## src/rtl/spi_gphy_master.sv

```systemverilog
// rtl/spi_gphy_master.sv - SPI master driving the GPHY control slave (40-bit write, 8+32-bit read)
//
// Ports:
//   clk    in   system clock, same domain as the slave
//   rst    in   asynchronous active-low reset
//   start  in   1-cycle request, sampled only in IDLE
//   rw     in   1=write, 0=read, captured with start
//   addr   in   [6:0] slave address, captured with start
//   wdata  in   [31:0] write data, captured with start
//   busy   out  high from the cycle after start until done
//   done   out  1-cycle pulse once cs has been idle for CS_IDLE cycles
//   rdata  out  [31:0] read result, updated only at done of a read
//   sclk   out  SPI clock, idles low, slave samples on rising edge
//   mosi   out  SPI data out, MSB first
//   cs     out  chip select, active low
//   miso   in   SPI data in, reads 1 when the slave is not addressed
module spi_gphy_master #(
    parameter int CLK_DIV = 8,
    parameter int GAP     = 8,
    parameter int CS_IDLE = 16
) (
    input  logic        clk,
    input  logic        rst,
    input  logic        start,
    input  logic        rw,
    input  logic [6:0]  addr,
    input  logic [31:0] wdata,
    output logic        busy,
    output logic        done,
    output logic [31:0] rdata,
    output logic        sclk,
    output logic        mosi,
    output logic        cs,
    input  logic        miso
);

    localparam logic [2:0] S_IDLE   = 3'd0;
    localparam logic [2:0] S_SETUP  = 3'd1;
    localparam logic [2:0] S_ADDR   = 3'd2;
    localparam logic [2:0] S_WDATA  = 3'd3;
    localparam logic [2:0] S_GAP    = 3'd4;
    localparam logic [2:0] S_RDATA  = 3'd5;
    localparam logic [2:0] S_HOLD   = 3'd6;
    localparam logic [2:0] S_CSIDLE = 3'd7;

    localparam logic [15:0] DIV_LAST  = 16'(CLK_DIV - 1);
    localparam logic [15:0] GAP_LAST  = 16'(GAP - 1);
    localparam logic [15:0] IDLE_LAST = 16'(CS_IDLE - 1);

    logic [2:0]  state;
    logic [15:0] div;       // shared by half-bit timing, GAP and CS idle timing
    logic [5:0]  bitcnt;
    logic [39:0] shreg;     // {rw, addr, wdata}; bit 39 is the bit currently on mosi
    logic [31:0] rdata_sh;
    logic        rw_q;

    always_ff @(posedge clk or negedge rst) begin
        if (!rst) begin
            state    <= S_IDLE;
            div      <= '0;
            bitcnt   <= '0;
            shreg    <= '0;
            rdata_sh <= '0;
            rw_q     <= 1'b0;
            busy     <= 1'b0;
            done     <= 1'b0;
            rdata    <= '0;
            sclk     <= 1'b0;
            mosi     <= 1'b0;
            cs       <= 1'b1;
        end else begin
            done <= 1'b0;
            case (state)
                S_IDLE: begin
                    cs     <= 1'b1;
                    sclk   <= 1'b0;
                    mosi   <= 1'b0;
                    div    <= '0;
                    bitcnt <= '0;
                    if (start) begin
                        shreg <= {rw, addr, wdata};
                        rw_q  <= rw;
                        busy  <= 1'b1;
                        cs    <= 1'b0;
                        mosi  <= rw;    // header bit 7 is valid for the whole setup time
                        state <= S_SETUP;
                    end
                end

                S_SETUP: begin
                    if (div == DIV_LAST) begin
                        div   <= '0;
                        state <= S_ADDR;
                    end else begin
                        div <= div + 16'd1;
                    end
                end

                // Header and write data share the same bit timing: low half, then high half.
                // The next bit is loaded onto mosi together with the falling sclk edge.
                S_ADDR, S_WDATA: begin
                    if (div != DIV_LAST) begin
                        div <= div + 16'd1;
                    end else begin
                        div <= '0;
                        if (!sclk) begin
                            sclk <= 1'b1;
                        end else if (state == S_ADDR && bitcnt == 6'd7 && !rw_q) begin
                            // Read: sclk stays high through GAP so the slave can decode.
                            mosi   <= 1'b0;
                            bitcnt <= '0;
                            state  <= S_GAP;
                        end else if (state == S_WDATA && bitcnt == 6'd31) begin
                            sclk   <= 1'b0;
                            mosi   <= 1'b0;
                            bitcnt <= '0;
                            state  <= S_HOLD;
                        end else begin
                            sclk  <= 1'b0;
                            mosi  <= shreg[38];
                            shreg <= {shreg[38:0], 1'b0};
                            if (state == S_ADDR && bitcnt == 6'd7) begin
                                bitcnt <= '0;
                                state  <= S_WDATA;
                            end else begin
                                bitcnt <= bitcnt + 6'd1;
                            end
                        end
                    end
                end

                // First read bit is already on miso by the end of GAP; it shifts up to
                // bit 31 after the remaining 31 samples.
                S_GAP: begin
                    if (div == GAP_LAST) begin
                        div      <= '0;
                        rdata_sh <= {rdata_sh[30:0], miso};
                        sclk     <= 1'b0;
                        state    <= S_RDATA;
                    end else begin
                        div <= div + 16'd1;
                    end
                end

                S_RDATA: begin
                    if (div != DIV_LAST) begin
                        div <= div + 16'd1;
                    end else begin
                        div <= '0;
                        if (!sclk) begin
                            sclk <= 1'b1;
                        end else begin
                            rdata_sh <= {rdata_sh[30:0], miso};
                            sclk     <= 1'b0;
                            if (bitcnt == 6'd30) begin
                                bitcnt <= '0;
                                state  <= S_HOLD;
                            end else begin
                                bitcnt <= bitcnt + 6'd1;
                            end
                        end
                    end
                end

                S_HOLD: begin
                    if (div == DIV_LAST) begin
                        div   <= '0;
                        cs    <= 1'b1;
                        state <= S_CSIDLE;
                    end else begin
                        div <= div + 16'd1;
                    end
                end

                S_CSIDLE: begin
                    if (div == IDLE_LAST) begin
                        div  <= '0;
                        done <= 1'b1;
                        busy <= 1'b0;
                        if (!rw_q) begin
                            rdata <= rdata_sh;
                        end
                        state <= S_IDLE;
                    end else begin
                        div <= div + 16'd1;
                    end
                end

                default: state <= S_IDLE;
            endcase
        end
    end

endmodule

```

## config.mk

```make
export PLATFORM = sky130hd
export DESIGN_NAME = spi_gphy_master
export DESIGN_NICKNAME = d
export VERILOG_FILES = /design/src/rtl/spi_gphy_master.sv
export SDC_FILE = /design/constraint.sdc
export NUM_CORES = 1
export LEC_CHECK = 0
export ABC_AREA = 1
export CAP_MARGIN = 20
export CORE_MARGIN = 2
export CORE_UTILIZATION = 40
export CTS_CLUSTER_DIAMETER = 80
export DETAILED_ROUTE_END_ITERATION = 10
export PLACE_DENSITY = 0.6
export SLEW_MARGIN = 20
export SYNTH_ARGS = -nofsm -noshare
export SYNTH_HDL_FRONTEND = slang
export SYNTH_SLANG_ARGS = --single-unit
```

## constraint.sdc

```tcl
create_clock -name clk -period 2 [get_ports clk]
set_clock_uncertainty 0.1 [all_clocks]
set_input_delay 0.2 -clock clk [delete_from_list [all_inputs] [get_ports clk]]
set_output_delay 0.2 -clock clk [all_outputs]
set_load 0.02 [all_outputs]
```

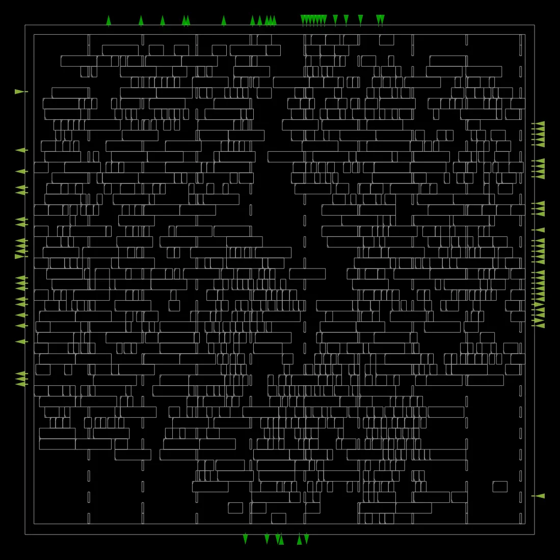
(images/final_placement.png)
tap cells: 216
row count: 46

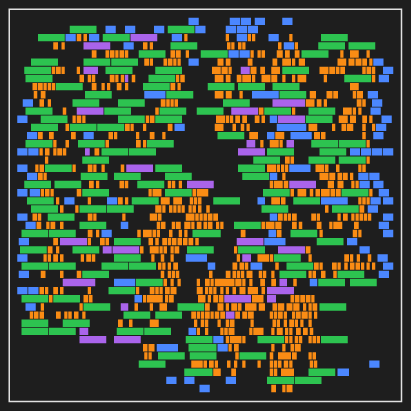
(images/cell_classes.png)
Scale: 3 px per micron.
Green shows flip-flops, cells 134. Purple shows clock drivers and dummy loads, cells 32. Blue shows other buffers and delay cells, cells 103. Orange shows all other logic, cells 597.

==> qor.txt <==
outcome -> complete, no violations
Post-synth ARST share -> 1.00
Max Freq -> 534 MHz
prevailing post-synth register cell -> dfrtp_1
top cells by area -> dfrtp_1 52%, nand2_1 12%, o21ai_0 5.8%, inv_1 5.4%, o21ai_2 4.1%
flop count -> 134
Layout Utilization -> 0.521
fa+ha+maj area frac -> 0.00589
synthesized instance count -> 761
Total Nets Final -> 900
placed insts -> 1040
fillers -> 1454
IO buf count -> 80
top cells by count -> 201 x nand2_1, 133 x dfrtp_1, 91 x inv_1
critical path type -> reg2reg
H-tree depth -> 4
Max Cap Viol -> 0
Routability Congestion -> 0.863
Worst EP arrival -> 2.12 ns
sequential-to-total area share from yosys stat -> 0.526
Design Area, Final -> 8190 sq um
RR Endpoint -> shreg[13]
GR Util All Layers -> 0.167
Inserted Clock Buffers -> 17
Overflow after GRT -> 0
Die Ht -> 130 microns
worst hold path class -> in2async
Sink Count -> 134
Layout Area Growth over Synthesis -> 28.4%
FP Core Util -> 0.406
Leading cell kind -> sequential cells
vias in the first global route -> 4942
largest net degree at the start of global routing -> 77
Slew HR -> 0.699
total number of vias -> 5121
Placeable Area -> 15700 sq um
power consumption -> 0.00987 W
Compound-Gate Fraction of Synth Area -> 0.147
clk buf depth -> 2
most frequent cells in the layout -> 200 x nand2_1, 131 x dfrtp_1, 91 x inv_1, 79 x clkdlybuf4s50_1, 74 x o21ai_0
Comb area share -> 0.302
Worst R2R Setup Slack -> 0.13 ns
buffer and inverter count on the worst path -> 2
TritonCTS clock tree -> done
Yosys top cell by instances -> nand2_1
max incr delay on CP -> 0.42 ns
multi-input gates -> 498
Syn. warnings -> 0
Clock Latency Late Sink -> 0.42 ns
WL per Instance -> 12.5 microns
startpoint types -> flop
simple share -> 0.223
clk tree area frac -> 0.0723
Pre-antenna DRT Iters -> 5
Synth Area per Inst -> 8.38 sq um
clock slew at reported path FFs -> 0.06 ns
Post-synth regs -> 134
fraction of area in non-clock buffers -> 0.137
Mapped Nets -> 808
CP max-delay cell -> dfrtp_1
Vias/cell -> 4.73
register area -> 3360 sq um
Tool Warnings -> 27
Comb gate area -> 2470 sq um
Slew Viols, Final -> 0
Final Hold Vio Count -> 0
Inverters -> 99
Commonest Layout Cell -> nand2_1
most used cell, CP -> nand2_2
Detailed Route WL -> 13.5 mm
number of diodes -> 0
Cell Type Count -> 31
DR DRC count -> 0
Placement Setup Slack -> 0.0947 ns
first-pass GRT wire length -> 22.5 mm
DP Area -> 7460 sq um
final setup margin -> 0.126 ns
non-clock buffer count -> 103
Crit. End Element -> flop
io pins -> 81
R2R depth -> 10
==> layer usage <==
layer | share of wire | global-route usage
met4 | 0.018 | 0.0670
met2 | 0.46 | 0.264
met1 | 0.46 | 0.218
met3 | 0.060 | 0.0488
met5 | 0 | 0
==> where the power goes <==
part / switching, W / internal [W] / leakage [nW]
clock: 0.00121 / 0.00188 / 0.281
sequential: 0.000208 / 0.00320 / 1.79
combinational: 0.00199 / 0.00139 / 1.59
==> state kept, by name (all words and copies together), names as in the netlist <==
name,count
shreg,39
rdata,32
rdata_sh,32
div,16
bitcnt,6
state,3
busy,1
cs,1
done,1
mosi,1
rw_q,1
sclk,1
==> what timing repair did <==
action                     in CTS  in global routing
setup endpoints to repair       0                 53
hold buffers                    1                  0
gates resized                   0                  7
hold endpoints to repair       46                  0
buffers inserted                0                  7
Power figures rest on the tool's default switching activity, not on a simulated workload.
